Design snn_core_param, sky130hd; sources not shown.
run_1/flops_by_reg.png
The bar under the picture is 50 um long. Other sequential cells in the stronger gray, the rest of the logic in the fainter gray.
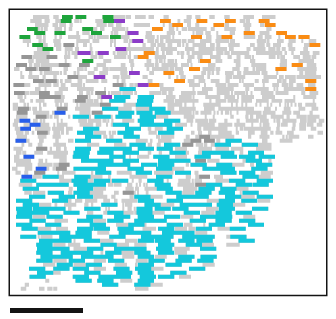
blue -> score  # flops 8, where left middle
cyan -> hid_q  # flops 256
orange -> u_mac/acc_q  # flops 26
purple -> addr_input_unit  # flops 10
green -> wt_addr  # flops 15, where top left
sequential cell area: 0.00965 mm^2
Util after Layout: 0.524
sequential portion of the cell area: 0.462
power consumed by sequential cells: 0.954 mW

run_1/logic_types.png
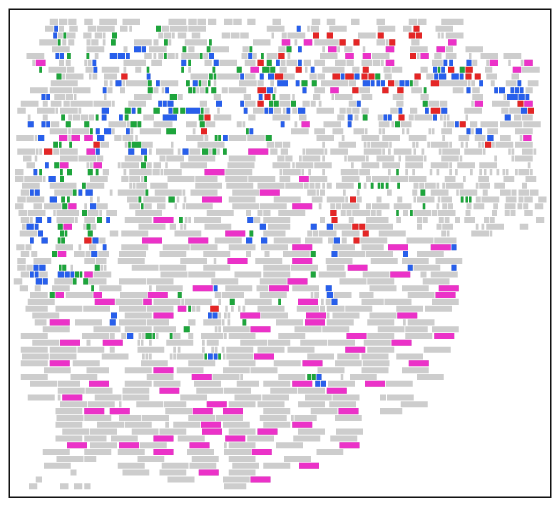
magenta -> multiplexers  # cells 105, where all over the die
green -> NAND gates  # cells 150
blue -> inverting AOI/OAI gates  # cells 166
red -> AND-OR and OR-AND gates  # cells 52
most common library cell in the layout ignoring fill and taps: sky130_fd_sc_hd__edfxtp_1
Finished Layout Cells: 2062

run_1/congestion.png
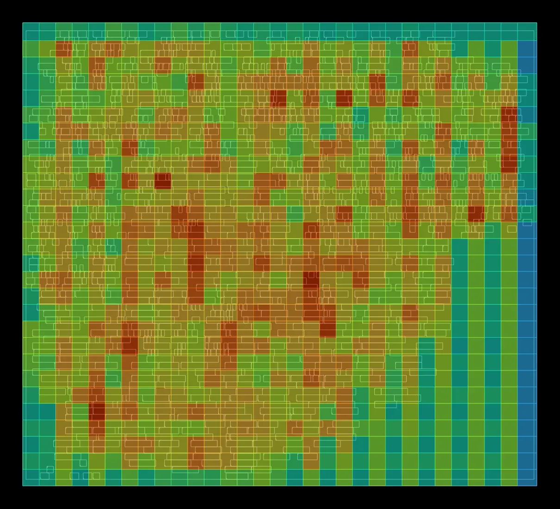
routing usage on met1: 0.283
fraction of met3 tracks used by global routing: 0.0356
most congested layer reported by global routing: met2

==> summary.txt, run 1 <==
Status of the implementation.

- The share of the Yosys chip area taken by registers is 0.525.
- The met2 wirelength from detailed routing is roughly 19 mm, for reference.
- Of all flip-flops after synthesis, the portion carrying an async set or reset was 0.
- The first global-routing pass estimated between 60 and 70 mm of wire.
- In this run the remaining antenna-violating nets after routing total 0.
- After detailed routing, the wire length on met1 is 18.6 mm.
- The layout has 53 clock buffers.
- The layout sequential cell count is 354, for reference.
- Entering global routing, the biggest net connects around 60 pins.
- The flow ran to the end, and the final reports show no timing, DRC or antenna violations.
- The most used standard cell by instance count after synthesis is sky130_fd_sc_hd__edfxtp_1, for reference.
- The fraction of final cell area spent on clock buffers and inverters in this run is 0.0628.
- The leakage power figure is 7.59 nW, for reference.
- Checking max transition, the worst relative margin is 0.346.
- Across the run, the number of max-cap violations was 0.
- The number of resized instances in the post-cts repair step is 0, for reference.
- The post-synthesis cell count from yosys is approximately 1400, for reference.
- The number of stages on the worst hold path is 2, for reference.
- 0 antenna diodes ended up in the layout.
- Together, buffers and inverters on the worst path number 3.
- The HPWL reported at the end of detailed placement is 27.0 mm, for reference.
- The clock-pin transition on the worst setup and hold timing paths is 0.06 ns, for reference.
- The first-pass iteration count of the detailed router is 5, for reference.
- The clock net in this run drives a total of 354 sinks.
- For this run, combinational gates with multiple inputs come to 914.
- Looking at the max-slew report, the worst-margin pin has a slew of a little under 1 ns.
- The full die area is around 0.042 mm^2, for reference.
- The commonest cells after synthesis are sky130_fd_sc_hd__edfxtp_1, sky130_fd_sc_hd__nor2_1, sky130_fd_sc_hd__inv_1.
- The largest clock skew in the final design is 0.0241 ns, for reference.
==> run 1: report_power, final <==
group,total (mW),switching [mW],internal [mW]
Combinational,0.476,0.276,0.200
Sequential,0.954,0.0167,0.938
Clock,0.867,0.356,0.511
==> run 1: cells by family (layout without fill, tap and decap cells) <==
logic type | count (synthesis) | count (layout) | synth area share
xor gates and xnor gates | 54 | 54 | 0.0257
DFF | 354 | 354 | 0.525
muxes | 105 | 105 | 0.105
adders and majority gates | 131 | 131 | 0.112
AOI/OAI and AO/OA | 218 | 218 | 0.0793
and+or+nand+nor | 406 | 406 | 0.116
buffers and inverters | 163 | 262 | 0.0378
--- run 2 (diff from run 1) ---
- clock period: 16.9 -> 11.55 ns (I/O delays scaled with it)
==> run 2 against run 1 <==
Against the previous run: via count hardly changed; hold slack barely moved; largest cell class unchanged; die size unchanged; sequential cell count did not move; first-iteration DRC count decreased by 8.1%; critical path depth is the same.
==> summary.txt, run 2 <==
Status of the implementation.

- For this block, the initial DRC count from the detailed router was 831.
- The group drawing the most power is registers, for reference.
- The number of stages on the worst hold path is 2, for reference.
- The proportion of synthesized chip area in sequential cells is 0.525, for reference.
- There are 354 flip-flops and latches.
- For reference, the top cells by count after synthesis are sky130_fd_sc_hd__edfxtp_1, sky130_fd_sc_hd__nor2_1, sky130_fd_sc_hd__inv_1.
- The full die area is 0.0417 mm^2, for reference.
- The wire-length estimate of the detail-placed layout is 27.1 mm.
- The first-pass iteration count of the detailed router is 5, for reference.
- The number of maximum-capacitance violations recorded for the run is 0.
- The run finished with clean final reports.
- met2 is the most crowded layer.
- Once the clock tree was built, the resizer swapped 0 gates to a different size.
- The buffers plus inverters on the worst setup path is 3, for reference.
- In the final layout, the clock buffer count is 43.
- The transition time at the pin with the least slew margin is roughly 0.96 ns, for reference.
- The number of nets with antenna violations after detailed routing is 0, for reference.
- Internal power comes to 2.42 mW.
- After the flow finishes, the layout carries non-filler instances totaling 2061.
- For the final routed database, the setup TNS stands at 0 ns.
- The most used logic cell in the final layout is sky130_fd_sc_hd__edfxtp_1, for reference.
- The clock-pin transition on the worst setup and hold timing paths is about 0.060 ns, for reference.
- The final antenna diode tally reported by the flow is 0.
- between 900 and 1000 cells are multi-input combinational gates.
- The sequential power reported by the tool is 1.40 mW.
- The number of clock sinks is 354, for reference.
- The cell type taking the most area is sequential cells, for reference.
- Of the total power, combinational logic draws 0.207.
- The share of the cycle needed by the critical path after routing is 0.860, for reference.
- The script extracted a net switching power of 0.955 mW.
- The clock network power is 1.28 mW, for reference.
- Of all the cell area in the finished design, the clock network holds 0.0635.
- The flip-flop and latch area is 0.00965 mm^2, for reference.
- The pin count of the biggest net entering global routing is 59, for reference.
- The power report puts the leakage power at around 7.6 nW.
- The post-route met1 wirelength is 19.0 mm, for reference.
- The synthesis report gives the async set-or-reset register share as 0.
- The number of warnings printed during yosys synthesis is 6, for reference.
- The register with the most flip-flops in the layout has 256 of them.
- For the final database, setup skew stands at 0.0292 ns.
- The share of total power consumed by net switching is 0.283, for reference.
- Of the total power, the clock network draws 0.380.
- The met1 usage in global routing is 0.284, for reference.
- The reported combinational group power is 0.699 mW, for reference.
- The share of total power dissipated in sequential elements is 0.413.
- The relative max-transition margin is 0.360, for reference.
- Yosys stat counts 1431 cells in the synthesized netlist.
- The most used standard cell by instance count after synthesis is sky130_fd_sc_hd__edfxtp_1, for reference.
run 2: cell counts after synthesis:
No cell type changed its count.
run 2: through the flow:
stage,worst slack [ns],instance area (um^2)
after floorplan,1.70,18400
after global placement,1.17,19600
after detailed placement,1.09,19600
after CTS,1.63,20900
after global routing,0.970,20900
final,1.62,20900
run 2: logic make-up (layout without fill, tap and decap cells):
| logic type | after synthesis | count (layout) | share of synthesized area |
|---|---|---|---|
| simple gates | 406 | 406 | 0.116 |
| flops | 354 | 354 | 0.525 |
| compound gates | 218 | 218 | 0.0793 |
| buf+inv | 163 | 261 | 0.0378 |
| fa+ha+maj | 131 | 131 | 0.112 |
| mux | 105 | 105 | 0.105 |
| xor+xnor | 54 | 54 | 0.0257 |
run_2/layer_met4.png
The bar under the picture is 50 um long.
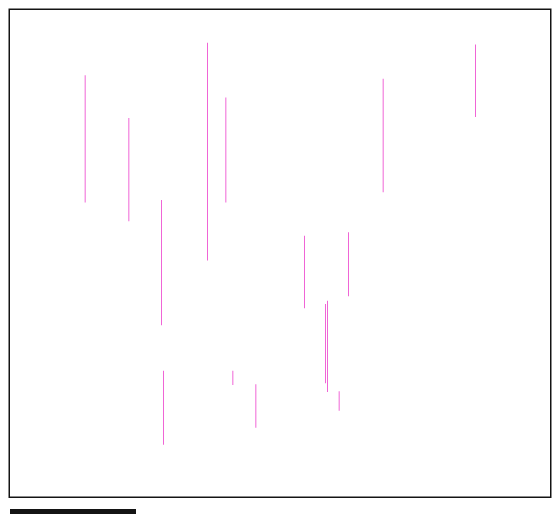
wire length on this layer = 522 um
main direction = vertical
routed wire length: 40.5 mm
routed via count: 11500

run_2/congestion.png
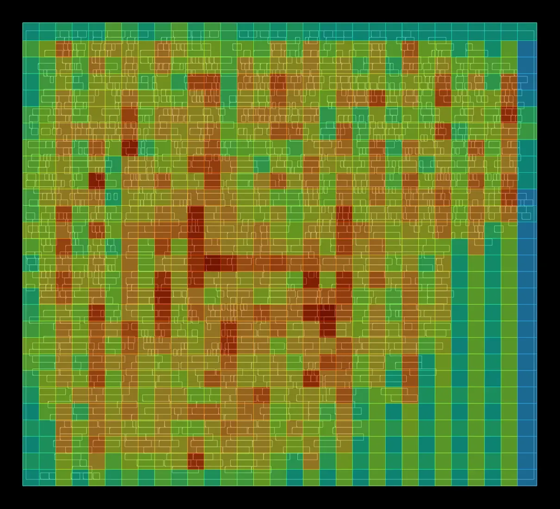
fraction of met3 tracks used by global routing: 0.0306
Util after Layout: 0.524

run_2/wires.png
Two of the layers only.
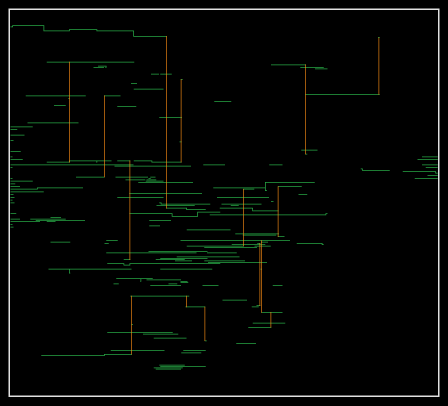
green -> metal 3  # wire length 2260 um
orange -> metal 4  # wire length 522 um
aggregate global-route resource usage: 0.200
post-detailed-route wirelength per cell: 19.7 um

Power figures rest on the tool's default switching activity, not on a simulated workload.
